==> src/rtl/metro_mpi_pkg.sv <==
// Shared constants for the MPI flit link (credit sender / receiver pair).
package metro_mpi_pkg;
  localparam int          DATA_WIDTH   = 64;
  localparam int          NUM_CREDITS  = 7;
  localparam int          CREDIT_WIDTH = $clog2(NUM_CREDITS + 1);
  localparam logic [63:0] SEQ_SEED     = 64'hcafe_cafe_cafe_cafe;
endpackage

==> src/rtl/receiver_fifo.sv <==
// Synchronous FIFO; head is a combinational read of the slot at rd_ptr, so a
// write becomes visible the cycle after it lands (no write-to-read bypass).
module receiver_fifo #(
  parameter int DEPTH      = 8,
  parameter int DATA_WIDTH = 64,
  localparam int PW = $clog2(DEPTH),
  localparam int CW = $clog2(DEPTH + 1)
) (
  input  logic                  clk_i,
  input  logic                  rst_i,
  input  logic                  push,
  input  logic                  pop,
  input  logic [DATA_WIDTH-1:0] wdata,
  output logic                  full,
  output logic                  empty,
  output logic [CW-1:0]         count,
  output logic [DATA_WIDTH-1:0] head
);
  logic [DEPTH-1:0][DATA_WIDTH-1:0] mem;
  logic [PW-1:0]                    wr_ptr, rd_ptr;

  assign full  = (count == CW'(DEPTH));
  assign empty = (count == '0);
  assign head  = mem[rd_ptr];

  // Storage: not reset, contents are only meaningful under count.
  always_ff @(posedge clk_i) begin
    if (push) mem[wr_ptr] <= wdata;
  end

  // Pointers and occupancy; DEPTH is a power of two so pointers wrap naturally.
  always_ff @(posedge clk_i) begin
    if (rst_i) begin
      wr_ptr <= '0;
      rd_ptr <= '0;
      count  <= '0;
    end else begin
      if (push) wr_ptr <= wr_ptr + PW'(1);
      if (pop)  rd_ptr <= rd_ptr + PW'(1);
      case ({push, pop})
        2'b10:   count <= count + CW'(1);
        2'b01:   count <= count - CW'(1);
        default: count <= count;
      endcase
    end
  end
endmodule

==> src/rtl/receiver_mpi.sv <==
// Receiving end of the credit-based MPI flit link: buffers flits, hands them
// to a local consumer, returns one credit per drained flit, and checks the
// sender's incrementing payload sequence.
module receiver_mpi #(
  parameter int DEPTH      = 8,
  parameter int DATA_WIDTH = 64,
  parameter int RX_RANK    = 1
) (
  input  logic                  clk_i,
  input  logic                  rst_i,
  input  int                    rank_i,
  input  logic                  valid_i,
  input  logic [DATA_WIDTH-1:0] data_i,
  output logic                  yummy_o,
  output logic [DATA_WIDTH-1:0] data_o,
  output logic                  valid_o,
  input  logic                  ready_i,
  output logic                  overflow_o,
  output logic                  seq_err_o,
  output logic [31:0]           rx_count_o
);
  import metro_mpi_pkg::*;

  localparam int CW = $clog2(DEPTH + 1);

  logic                  active, push, pop, full, empty, yummy_q;
  logic [CW-1:0]         count;
  logic [DATA_WIDTH-1:0] head, expected_q;

  assign active = (rank_i == RX_RANK);
  assign valid_o = active & ~empty;
  assign data_o  = valid_o ? head : '0;
  assign pop     = valid_o & ready_i;
  // A full FIFO can still take a flit when the head leaves in the same cycle.
  assign push    = active & valid_i & (~full | pop);
  // Credits are suppressed while this rank is not the receiver.
  assign yummy_o = yummy_q & active;

  receiver_fifo #(.DEPTH(DEPTH), .DATA_WIDTH(DATA_WIDTH)) u_fifo (
    .clk_i (clk_i),
    .rst_i (rst_i),
    .push  (push),
    .pop   (pop),
    .wdata (data_i),
    .full  (full),
    .empty (empty),
    .count (count),
    .head  (head)
  );

  // Credit return, sticky error flags, flit counter and sequence tracker.
  always_ff @(posedge clk_i) begin
    if (rst_i) begin
      yummy_q    <= 1'b0;
      overflow_o <= 1'b0;
      seq_err_o  <= 1'b0;
      rx_count_o <= '0;
      expected_q <= DATA_WIDTH'(SEQ_SEED);
    end else begin
      yummy_q <= pop;
      if (active & valid_i & ~push) overflow_o <= 1'b1;
      if (push) begin
        rx_count_o <= rx_count_o + 32'd1;
        if (data_i != expected_q) seq_err_o <= 1'b1;
        // Resynchronise on the received value so one glitch flags once.
        expected_q <= data_i + DATA_WIDTH'(1);
      end
    end
  end
endmodule

==> config.mk <==
export PLATFORM = sky130hd
export DESIGN_NAME = receiver_mpi
export DESIGN_NICKNAME = d
export VERILOG_FILES = /design/src/rtl/metro_mpi_pkg.sv /design/src/rtl/receiver_fifo.sv /design/src/rtl/receiver_mpi.sv
export SDC_FILE = /design/constraint.sdc
export NUM_CORES = 1
export LEC_CHECK = 0
export CELL_PAD_IN_SITES_DETAIL_PLACEMENT = 1
export CELL_PAD_IN_SITES_GLOBAL_PLACEMENT = 1
export CORE_MARGIN = 2
export CORE_UTILIZATION = 45
export DETAILED_ROUTE_END_ITERATION = 12
export GPL_TIMING_DRIVEN = 1
export PLACE_DENSITY_LB_ADDON = 0.1
export SLEW_MARGIN = 20
export SYNTH_ARGS = -nofsm -noshare
export SYNTH_HDL_FRONTEND = slang
export SYNTH_SLANG_ARGS = --single-unit
==> constraint.sdc <==
create_clock -name clk_i -period 14.2 [get_ports clk_i]
set_input_delay 2.84 -clock clk_i [delete_from_list [all_inputs] [get_ports clk_i]]
set_output_delay 2.84 -clock clk_i [all_outputs]
set_load 0.02 [all_outputs]
==> run summary <==
fresh numbers from the pnr run: Worst EP required approximately 11 ns, OpenROAD warning count 27, Starting Density between 40% and 50%, register share of total power a little over half, vias per cell between 5 and 6, Sequential cell area approximately 18000 sq um, reg2reg setup slack 9.67 ns, Slowest Stage Delay on Critical Path around 0.63 ns, cell type with the largest total area edfxtp_1, critical path arrival around 5.8 ns, RSZ-0062 raised after global routing no, Skew-Pair Late Insertion Delay approximately 0.6 ns, tally of filler cells in the layout ~5300, CTS tree built, Synth Net Count about 1700, final hold viol count 0, Synth top area share roughly three fifths, status finished, final reports clean, syn_area_per_cell roughly 16 sq um, WHS Endpoint expected_q[1]$_SDFFE_PP1P_, Fin Clk Skew 0.0179 ns
area by class of cell:
cell class | count | area share, %
clock buffers | 92 | 6.10
flip-flops and latches | 621 | 57.1
well taps | 756 | 3.08
inverters | 10 | 0.122
multi-input cells | 869 | 25.7
clock inverters | 28 | 0.602
repair buffers | 230 | 7.22
power by group through the flow:
stage	Combinational [mW]	Clock (mW)	Sequential (mW)
2_1_floorplan	0.0232	0	2.01
3_3_place_gp	0.0934	0	2.01
3_5_place_dp	0.0966	0	2.01
4_1_cts	0.0971	1.69	1.97
5_1_grt	0.104	1.76	1.97
6_report	0.0961	1.64	1.97
kinds of logic after synthesis:
logic type,count (synthesis),synth area share [%]
buffers and inverters,97,1.53
muxes,194,13.7
xor gates and xnor gates,146,4.96
AOI/OAI and AO/OA,96,2.46
DFF,621,68.0
and+or+nand+nor,426,8.95
adders and majority gates,7,0.339
flip-flops by register name, summed over array words and instances (netlist names):
register       cells
overflow_o         1
seq_err_o          1
expected_q        64
u_fifo.rd_ptr      3
u_fifo.mem       512
yummy_q            1
u_fifo.wr_ptr      3
u_fifo.count       4
rx_count_o        32
through the flow:
step,util (%),std cells,area [sq um]
after global routing,54.4,2606,30700
after floorplan,-,1587,25800
after detailed placement,50.8,2486,28700
after CTS,54.4,2606,30700
after global placement,50.8,2486,28700
final,54.4,2606,30700
worst register-to-register path, cell delays in order, from the launching register on:
cell,delay (ns)
dfxtp_1,0.45
or3_1,0.26
nor3b_2,0.11
nor4b_4,0.26
buf_4,0.34
buf_4,0.66
nand2_1,0.45
nor2_4,0.88
buf_4,0.69
per-layer routing:
metal  part of all wire, %  global-route usage (%)  vias up
met5                 0.011                       0        -
met4                   1.8                    6.30        2
met3                   4.8                    4.36       78
met2                    49                    36.1      319
met1                    44                    29.7     7742
li1                      -                       -     6652
cell usage after synthesis (21+ instances only):
cell type and count:
edfxtp_1 512, nor2_1 144, mux4_2 128, dfxtp_1 109
xor2_1 108, mux2i_1 66, nand2_1 54, clkbuf_1 51
nand4_1 38, xnor2_1 38, nor3_1 36, nand3_1 34
and3_1 27, nor4_1 24, and4_1 21
how the worst max path moves through the flow:
| stage | start | to | slack, ns | cells after the start |
|---|---|---|---|---|
| after floorplan | rank_i[24] | u_fifo.mem[128]$_DFFE_PP_ | 2.83 | 7 |
| after global placement | rank_i[16] | valid_o | 5.61 | 8 |
| after detailed placement | rank_i[11] | data_o[12] | 5.59 | 8 |
| after CTS | rank_i[11] | data_o[12] | 5.53 | 8 |
| after global routing | rank_i[16] | valid_o | 5.38 | 8 |
| final | rank_i[16] | data_o[12] | 5.60 | 8 |
final_congestion.png
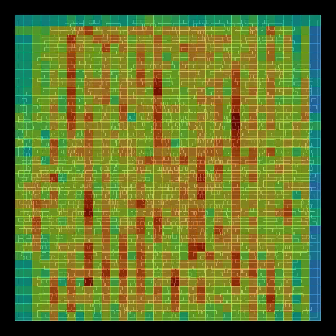
GR Util All Layers: 21.9%
WL/cell: 24.5 um
met3 Resource Use GR: 4.36%
Final Util: 54.4%

met1.png
Bar = 50 um. Supply wires on this layer in gray.
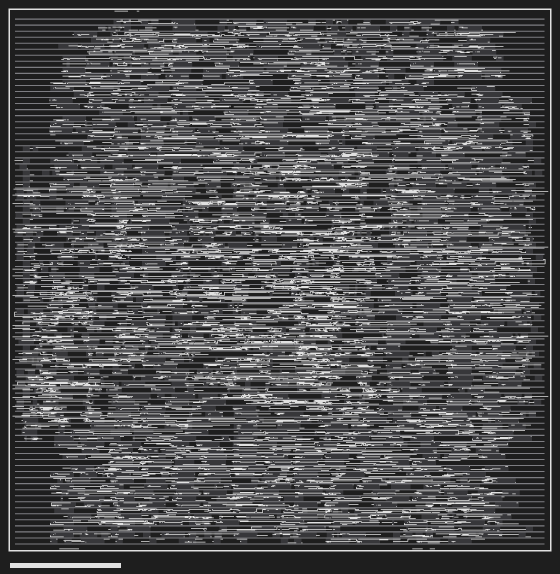
wire length on this layer: 28.1 mm
nets with wire on the layer: 1790
longest straight run: 63.0 um
share of all routed wire: 44%

met2.png
Bar = 50 um.
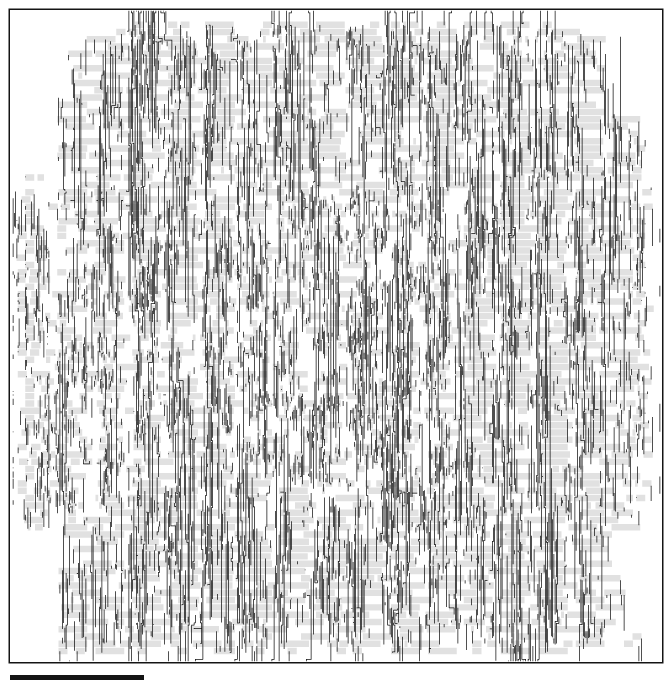
nets with wire on the layer: 1720
share of all routed wire: 49%
main direction: vertical

drive_strength.png
Bar = 50 um.
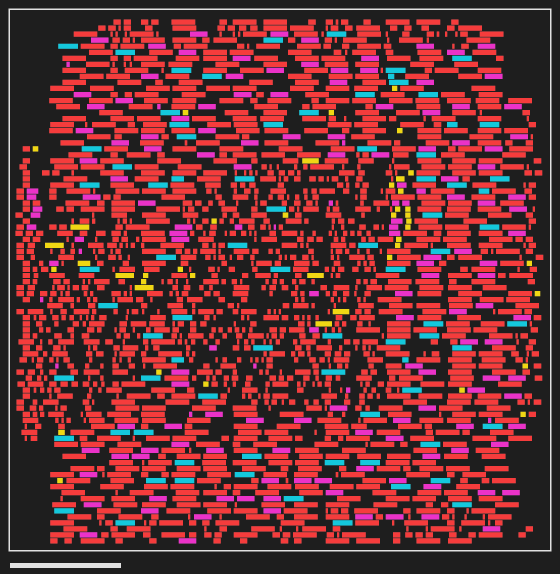
[yellow] drive 3 to 4 | cells: 43 | share: 2.3% | most used: buf_4
[cyan] drive 6 and up | cells: 78 | share: 4.2% | most used: clkbuf_16
[red] drive 1 or less | cells: 1571 | share: 85% | most used: edfxtp_1
[magenta] drive 2 | cells: 158 | share: 8.5% | most used: mux4_2
Layout area overhead: 19.1%
design area: 30700 sq um
Repair and plain buffers: 230
worst setup margin: 5.60 ns

Power is estimated from default activity; no workload was simulated.
